Figure 1. Register map, names as in the netlist.
Other sequential cells in the stronger grey, the rest of the logic in the fainter grey.
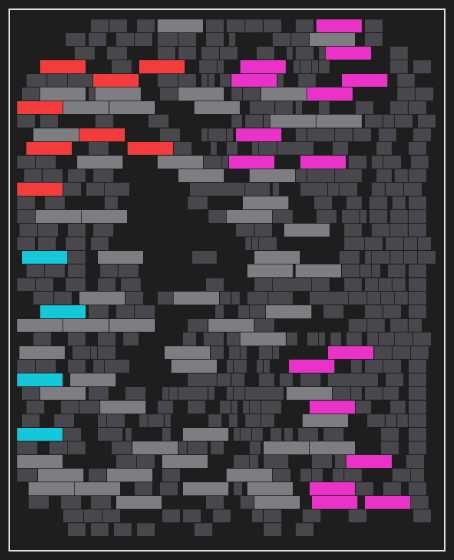
Figure 2. M1 wires.
Supply wires on this layer in grey.
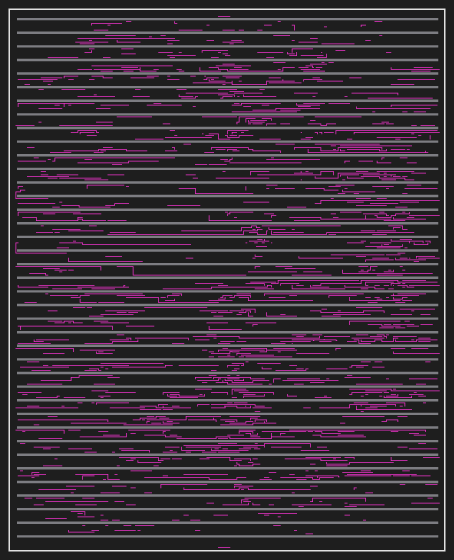
--- config.mk ---
export PLATFORM = sky130hd
export DESIGN_NAME = mem_bus_router_flat
export DESIGN_NICKNAME = d
export VERILOG_FILES = /design/src/rtl/mem_bus_router_if.sv /design/src/rtl/mem_bus_router.sv /design/src/flat_wrapper.sv
export SDC_FILE = /design/constraint.sdc
export NUM_CORES = 1
export LEC_CHECK = 0
export CORE_ASPECT_RATIO = 1.25
export CORE_UTILIZATION = 44
export CTS_CLUSTER_SIZE = 14
export DETAILED_ROUTE_END_ITERATION = 8
export GPL_TIMING_DRIVEN = 0
export PLACE_DENSITY = 0.81
export SKIP_CTS_REPAIR_TIMING = 1
export SLEW_MARGIN = 20
export SYNTH_ARGS = -nofsm -noshare
export SYNTH_HDL_FRONTEND = slang
export SYNTH_SLANG_ARGS = --single-unit
--- constraint.sdc ---
create_clock -name clk_in -period 2.3 [get_ports clk_in]
set_clock_uncertainty 0.2 [all_clocks]
set_input_delay 0.23 -clock clk_in [delete_from_list [all_inputs] [get_ports clk_in]]
set_output_delay 0.23 -clock clk_in [all_outputs]
set_load 0.02 [all_outputs]
--- src/rtl/mem_bus_router_if.sv ---
// Bundle of CPU request/response, SPI memory controller and peripheral channel
// signals for mem_bus_router. slave = router side, master = surrounding system.
interface mem_bus_router_if #(
  parameter int ADDR_W       = 16,
  parameter int DATA_W       = 8,
  parameter int NUM_PERIPH   = 4,
  parameter int PERIPH_OFS_W = 4
);
  logic                         req_valid_in;
  logic                         req_ready_out;
  logic                         req_ifetch_in;
  logic                         req_write_in;
  logic [ADDR_W-1:0]            req_addr_in;
  logic [DATA_W-1:0]            req_wdata_in;
  logic                         rsp_valid_out;
  logic [15:0]                  rsp_data_out;
  logic                         rsp_error_out;
  logic                         spi_addr_valid_out;
  logic [1:0]                   spi_mem_type_out;
  logic [ADDR_W-1:0]            spi_addr_out;
  logic [DATA_W-1:0]            spi_wdata_out;
  logic                         spi_busy_in;
  logic [15:0]                  spi_flash_data_in;
  logic                         spi_flash_valid_in;
  logic [DATA_W-1:0]            spi_psram_data_in;
  logic                         spi_psram_valid_in;
  logic [NUM_PERIPH-1:0]        periph_sel_out;
  logic                         periph_write_out;
  logic [PERIPH_OFS_W-1:0]      periph_ofs_out;
  logic [DATA_W-1:0]            periph_wdata_out;
  logic [NUM_PERIPH-1:0]        periph_ready_in;
  logic [NUM_PERIPH*DATA_W-1:0] periph_rdata_in;

  modport slave (
    input  req_valid_in, req_ifetch_in, req_write_in, req_addr_in, req_wdata_in,
    output req_ready_out, rsp_valid_out, rsp_data_out, rsp_error_out,
    output spi_addr_valid_out, spi_mem_type_out, spi_addr_out, spi_wdata_out,
    input  spi_busy_in, spi_flash_data_in, spi_flash_valid_in,
    input  spi_psram_data_in, spi_psram_valid_in,
    output periph_sel_out, periph_write_out, periph_ofs_out, periph_wdata_out,
    input  periph_ready_in, periph_rdata_in
  );

  modport master (
    output req_valid_in, req_ifetch_in, req_write_in, req_addr_in, req_wdata_in,
    input  req_ready_out, rsp_valid_out, rsp_data_out, rsp_error_out,
    input  spi_addr_valid_out, spi_mem_type_out, spi_addr_out, spi_wdata_out,
    output spi_busy_in, spi_flash_data_in, spi_flash_valid_in,
    output spi_psram_data_in, spi_psram_valid_in,
    input  periph_sel_out, periph_write_out, periph_ofs_out, periph_wdata_out,
    output periph_ready_in, periph_rdata_in
  );
endinterface

--- src/rtl/mem_bus_router.sv ---
// Single-outstanding CPU memory router: SPI flash/PSRAM or peripheral channels.
// Optional peripheral wait timeout enabled by defining MEM_BUS_ROUTER_TIMEOUT_EN.
module mem_bus_router #(
  parameter int          ADDR_W       = 16,
  parameter int          DATA_W       = 8,
  parameter int          NUM_PERIPH   = 4,
  parameter logic [3:0]  PERIPH_PAGE  = 4'hF,
  parameter int          PERIPH_OFS_W = 4,
  parameter int          TIMEOUT_CYC  = 64
) (
  input logic              clk_in,
  input logic              reset_n_in,
  mem_bus_router_if.slave  bus
);

  if (NUM_PERIPH < 1 || NUM_PERIPH > 16 || TIMEOUT_CYC < 2 || TIMEOUT_CYC > 256 || DATA_W > 16)
  begin : g_bad_cfg
    $error("mem_bus_router: parameter out of range");
  end

  localparam logic [1:0] MT_IMEM_READ  = 2'd0;
  localparam logic [1:0] MT_DMEM_READ  = 2'd1;
  localparam logic [1:0] MT_DMEM_WRITE = 2'd2;

  typedef enum logic [2:0] {IDLE, SPI_REQ, SPI_WAIT, PERIPH, RESP} state_t;

  function automatic logic [NUM_PERIPH-1:0] ch_onehot(input logic [3:0] idx);
    logic [NUM_PERIPH-1:0] oh;
    oh = '0;
    for (int k = 0; k < NUM_PERIPH; k++) oh[k] = (idx == 4'(k));
    return oh;
  endfunction

  function automatic logic [15:0] zext16(input logic [DATA_W-1:0] d);
    return 16'(d);
  endfunction

  state_t            state;
  logic [15:0]       data_q;
  logic              err_q;
  logic              busy_seen;
  logic [3:0]        ch_idx;
  logic              page_hit;
  logic              ch_mapped;
  logic              ch_ready;
  logic [DATA_W-1:0] ch_rdata;
`ifdef MEM_BUS_ROUTER_TIMEOUT_EN
  logic [7:0]        tmo_cnt;
`endif

  assign ch_idx    = bus.req_addr_in[PERIPH_OFS_W +: 4];
  assign page_hit  = (bus.req_addr_in[ADDR_W-1 -: 4] == PERIPH_PAGE);
  assign ch_mapped = ({1'b0, ch_idx} < 5'(NUM_PERIPH));
  // sel is one-hot, so masking with it ignores ready from other channels
  assign ch_ready  = |(bus.periph_sel_out & bus.periph_ready_in);

  always_comb begin
    ch_rdata = '0;
    for (int k = 0; k < NUM_PERIPH; k++)
      if (bus.periph_sel_out[k]) ch_rdata = bus.periph_rdata_in[k*DATA_W +: DATA_W];
  end

  always_ff @(posedge clk_in or negedge reset_n_in) begin
    if (!reset_n_in) begin
      state                  <= IDLE;
      data_q                 <= '0;
      err_q                  <= 1'b0;
      busy_seen              <= 1'b0;
      bus.req_ready_out      <= 1'b0;
      bus.rsp_valid_out      <= 1'b0;
      bus.rsp_data_out       <= '0;
      bus.rsp_error_out      <= 1'b0;
      bus.spi_addr_valid_out <= 1'b0;
      bus.spi_mem_type_out   <= '0;
      bus.spi_addr_out       <= '0;
      bus.spi_wdata_out      <= '0;
      bus.periph_sel_out     <= '0;
      bus.periph_write_out   <= 1'b0;
      bus.periph_ofs_out     <= '0;
      bus.periph_wdata_out   <= '0;
`ifdef MEM_BUS_ROUTER_TIMEOUT_EN
      tmo_cnt                <= '0;
`endif
    end else begin
      bus.rsp_valid_out <= 1'b0;
      bus.rsp_data_out  <= '0;
      bus.rsp_error_out <= 1'b0;
      case (state)
        IDLE: begin
          bus.req_ready_out <= 1'b1;
          if (bus.req_valid_in && bus.req_ready_out) begin
            bus.req_ready_out <= 1'b0;
            data_q            <= '0;
            err_q             <= 1'b0;
            if (bus.req_ifetch_in || !page_hit) begin
              state                  <= SPI_REQ;
              bus.spi_addr_valid_out <= 1'b1;
              bus.spi_mem_type_out   <= bus.req_ifetch_in ? MT_IMEM_READ :
                                        (bus.req_write_in ? MT_DMEM_WRITE : MT_DMEM_READ);
              bus.spi_addr_out       <= bus.req_addr_in;
              bus.spi_wdata_out      <= bus.req_wdata_in;
            end else if (ch_mapped) begin
              state                <= PERIPH;
              bus.periph_sel_out   <= ch_onehot(ch_idx);
              bus.periph_write_out <= bus.req_write_in;
              bus.periph_ofs_out   <= bus.req_addr_in[PERIPH_OFS_W-1:0];
              bus.periph_wdata_out <= bus.req_wdata_in;
`ifdef MEM_BUS_ROUTER_TIMEOUT_EN
              tmo_cnt              <= '0;
`endif
            end else begin
              state <= RESP;
              err_q <= 1'b1;
            end
          end
        end
        SPI_REQ: begin
          if (!bus.spi_busy_in) begin
            state                  <= SPI_WAIT;
            bus.spi_addr_valid_out <= 1'b0;
            busy_seen              <= 1'b0;
          end
        end
        SPI_WAIT: begin
          // a write is done once the controller has gone busy and come back idle
          case (bus.spi_mem_type_out)
            MT_IMEM_READ: if (bus.spi_flash_valid_in) begin
              data_q <= bus.spi_flash_data_in;
              state  <= RESP;
            end
            MT_DMEM_READ: if (bus.spi_psram_valid_in) begin
              data_q <= zext16(bus.spi_psram_data_in);
              state  <= RESP;
            end
            default: begin
              if (bus.spi_busy_in) busy_seen <= 1'b1;
              else if (busy_seen)  state     <= RESP;
            end
          endcase
        end
        PERIPH: begin
          if (ch_ready) begin
            data_q               <= bus.periph_write_out ? 16'h0000 : zext16(ch_rdata);
            bus.periph_sel_out   <= '0;
            bus.periph_write_out <= 1'b0;
            state                <= RESP;
          end
`ifdef MEM_BUS_ROUTER_TIMEOUT_EN
          else if (tmo_cnt == 8'(TIMEOUT_CYC - 1)) begin
            bus.periph_sel_out   <= '0;
            bus.periph_write_out <= 1'b0;
            err_q                <= 1'b1;
            state                <= RESP;
          end else begin
            tmo_cnt <= tmo_cnt + 8'd1;
          end
`endif
        end
        RESP: begin
          bus.rsp_valid_out <= 1'b1;
          bus.rsp_data_out  <= data_q;
          bus.rsp_error_out <= err_q;
          bus.req_ready_out <= 1'b1;
          state             <= IDLE;
        end
        default: state <= IDLE;
      endcase
    end
  end

endmodule

--- src/flat_wrapper.sv ---
// flat-port wrapper written by rule: the top's interface ports become plain ports
module mem_bus_router_flat 
#(
  parameter int          ADDR_W       = 16,
  parameter int          DATA_W       = 8,
  parameter int          NUM_PERIPH   = 4,
  parameter logic [3:0]  PERIPH_PAGE  = 4'hF,
  parameter int          PERIPH_OFS_W = 4,
  parameter int          TIMEOUT_CYC  = 64
)
  (clk_in, reset_n_in, bus_req_valid_in, bus_req_ifetch_in, bus_req_write_in, bus_req_addr_in, bus_req_wdata_in, bus_req_ready_out, bus_rsp_valid_out, bus_rsp_data_out, bus_rsp_error_out, bus_spi_addr_valid_out, bus_spi_mem_type_out, bus_spi_addr_out, bus_spi_wdata_out, bus_spi_busy_in, bus_spi_flash_data_in, bus_spi_flash_valid_in, bus_spi_psram_data_in, bus_spi_psram_valid_in, bus_periph_sel_out, bus_periph_write_out, bus_periph_ofs_out, bus_periph_wdata_out, bus_periph_ready_in, bus_periph_rdata_in);
  mem_bus_router_if #(.ADDR_W(ADDR_W), .DATA_W(DATA_W), .NUM_PERIPH(NUM_PERIPH), .PERIPH_OFS_W(PERIPH_OFS_W)) bus_i ();
  input logic clk_in;
  input logic reset_n_in;
  input wire logic [$bits(bus_i.req_valid_in)-1:0] bus_req_valid_in;
  input wire logic [$bits(bus_i.req_ifetch_in)-1:0] bus_req_ifetch_in;
  input wire logic [$bits(bus_i.req_write_in)-1:0] bus_req_write_in;
  input wire logic [$bits(bus_i.req_addr_in)-1:0] bus_req_addr_in;
  input wire logic [$bits(bus_i.req_wdata_in)-1:0] bus_req_wdata_in;
  output wire logic [$bits(bus_i.req_ready_out)-1:0] bus_req_ready_out;
  output wire logic [$bits(bus_i.rsp_valid_out)-1:0] bus_rsp_valid_out;
  output wire logic [$bits(bus_i.rsp_data_out)-1:0] bus_rsp_data_out;
  output wire logic [$bits(bus_i.rsp_error_out)-1:0] bus_rsp_error_out;
  output wire logic [$bits(bus_i.spi_addr_valid_out)-1:0] bus_spi_addr_valid_out;
  output wire logic [$bits(bus_i.spi_mem_type_out)-1:0] bus_spi_mem_type_out;
  output wire logic [$bits(bus_i.spi_addr_out)-1:0] bus_spi_addr_out;
  output wire logic [$bits(bus_i.spi_wdata_out)-1:0] bus_spi_wdata_out;
  input wire logic [$bits(bus_i.spi_busy_in)-1:0] bus_spi_busy_in;
  input wire logic [$bits(bus_i.spi_flash_data_in)-1:0] bus_spi_flash_data_in;
  input wire logic [$bits(bus_i.spi_flash_valid_in)-1:0] bus_spi_flash_valid_in;
  input wire logic [$bits(bus_i.spi_psram_data_in)-1:0] bus_spi_psram_data_in;
  input wire logic [$bits(bus_i.spi_psram_valid_in)-1:0] bus_spi_psram_valid_in;
  output wire logic [$bits(bus_i.periph_sel_out)-1:0] bus_periph_sel_out;
  output wire logic [$bits(bus_i.periph_write_out)-1:0] bus_periph_write_out;
  output wire logic [$bits(bus_i.periph_ofs_out)-1:0] bus_periph_ofs_out;
  output wire logic [$bits(bus_i.periph_wdata_out)-1:0] bus_periph_wdata_out;
  input wire logic [$bits(bus_i.periph_ready_in)-1:0] bus_periph_ready_in;
  input wire logic [$bits(bus_i.periph_rdata_in)-1:0] bus_periph_rdata_in;
  assign bus_i.req_valid_in = bus_req_valid_in;
  assign bus_i.req_ifetch_in = bus_req_ifetch_in;
  assign bus_i.req_write_in = bus_req_write_in;
  assign bus_i.req_addr_in = bus_req_addr_in;
  assign bus_i.req_wdata_in = bus_req_wdata_in;
  assign bus_req_ready_out = bus_i.req_ready_out;
  assign bus_rsp_valid_out = bus_i.rsp_valid_out;
  assign bus_rsp_data_out = bus_i.rsp_data_out;
  assign bus_rsp_error_out = bus_i.rsp_error_out;
  assign bus_spi_addr_valid_out = bus_i.spi_addr_valid_out;
  assign bus_spi_mem_type_out = bus_i.spi_mem_type_out;
  assign bus_spi_addr_out = bus_i.spi_addr_out;
  assign bus_spi_wdata_out = bus_i.spi_wdata_out;
  assign bus_i.spi_busy_in = bus_spi_busy_in;
  assign bus_i.spi_flash_data_in = bus_spi_flash_data_in;
  assign bus_i.spi_flash_valid_in = bus_spi_flash_valid_in;
  assign bus_i.spi_psram_data_in = bus_spi_psram_data_in;
  assign bus_i.spi_psram_valid_in = bus_spi_psram_valid_in;
  assign bus_periph_sel_out = bus_i.periph_sel_out;
  assign bus_periph_write_out = bus_i.periph_write_out;
  assign bus_periph_ofs_out = bus_i.periph_ofs_out;
  assign bus_periph_wdata_out = bus_i.periph_wdata_out;
  assign bus_i.periph_ready_in = bus_periph_ready_in;
  assign bus_i.periph_rdata_in = bus_periph_rdata_in;
  mem_bus_router #(.ADDR_W(ADDR_W), .DATA_W(DATA_W), .NUM_PERIPH(NUM_PERIPH), .PERIPH_PAGE(PERIPH_PAGE), .PERIPH_OFS_W(PERIPH_OFS_W), .TIMEOUT_CYC(TIMEOUT_CYC)) u_core (.clk_in(clk_in), .reset_n_in(reset_n_in), .bus(bus_i));
endmodule
==> reports/metrics.csv <==
metric,value,unit
status,"complete, no violations",
yosysChipArea,0.003948,mm2
startpoint,u_core.bus.periph_sel_out[0],
setup_viol,0,
hold_ws,0.1226,ns
yosys_cells,303,
seq_power_share,36.7,%
fillers,648,
adder_share,0,%
lay_top_count,clkdlybuf4s50_1,
met2WireLength,4.912,mm
top_layer_used,met4,
ys_types,52,
r2r-end,u_core.data_q[6],
grt_max_degree,60,
cp_slowest_stage_delay,0.50,ns
htree_num_levels,3,
antenna_found_initial,0,
nNetsFinal,562,
fin_crit,2.053,ns
numPortBuffers,154,
cts_root_buf,clkbuf_8,
fmax,487.0,MHz
min_path_type,in2async,
pwr-share-comb,46.0,%
postRouteAntennaNets,0,
swShare,35.37,%
logic_area,0.001644,mm2
avgSynthCellArea,13.03,um2
dieArea,0.009357,mm2
grt-ovfl-total,0,
cpMaxStageDelayCell,dfrtp_1,
top_cell,dfrtp_1,
synth_xor_xnor_area_share,0,%
die_w,86.72,um
setup_ws,0.2465,ns
period_used_share,89.28,%
critical_path.max_fanout,11,
critPathCapture,u_core.data_q[6],
async_flop_share,100.0,%
final_hold_viol_count,0,
netlist_area,0.003948,mm2
edf_count,0,
final_cells,595,
Back to the opening pictures, Figure 1:
Key: `u_core.bus.spi_wdata_out` = red [flops 8, where top left]; `u_core.bus.rsp_data_out` = magenta [flops 16]; `u_core.bus.periph_ofs_out` = cyan [flops 4]
Another 56 sequential cells are not coloured.

Back to the opening pictures, Figure 2:
The wires run mostly horizontal. The layer holds 40% of the routed length.

-- state kept, by name, summed over array words and instances (netlist names), 2 cells and up --
name / flops
u_core.bus.rsp_data_out: 16
u_core.bus.periph_wdata_out: 8
u_core.data_q: 16
u_core.bus.periph_ofs_out: 4
u_core.bus.spi_mem_type_out: 2
u_core.bus.periph_sel_out: 4
u_core.bus.spi_wdata_out: 8
u_core.state: 3
u_core.bus.spi_addr_out: 16
-- final cells by class --
| type | count | share of cell area [%] |
|---|---|---|
| clock buffers | 12 | 2.306 |
| plain buffers | 19 | 2.669 |
| flip-flops and latches | 84 | 35.87 |
| multi-input cells | 188 | 28.06 |
| clock inverters | 4 | 0.8542 |
| inverters | 12 | 0.7687 |
| repair buffers | 156 | 26.91 |
| well taps | 120 | 2.562 |
No activity file was given, so power comes from the tool's default toggle rates.
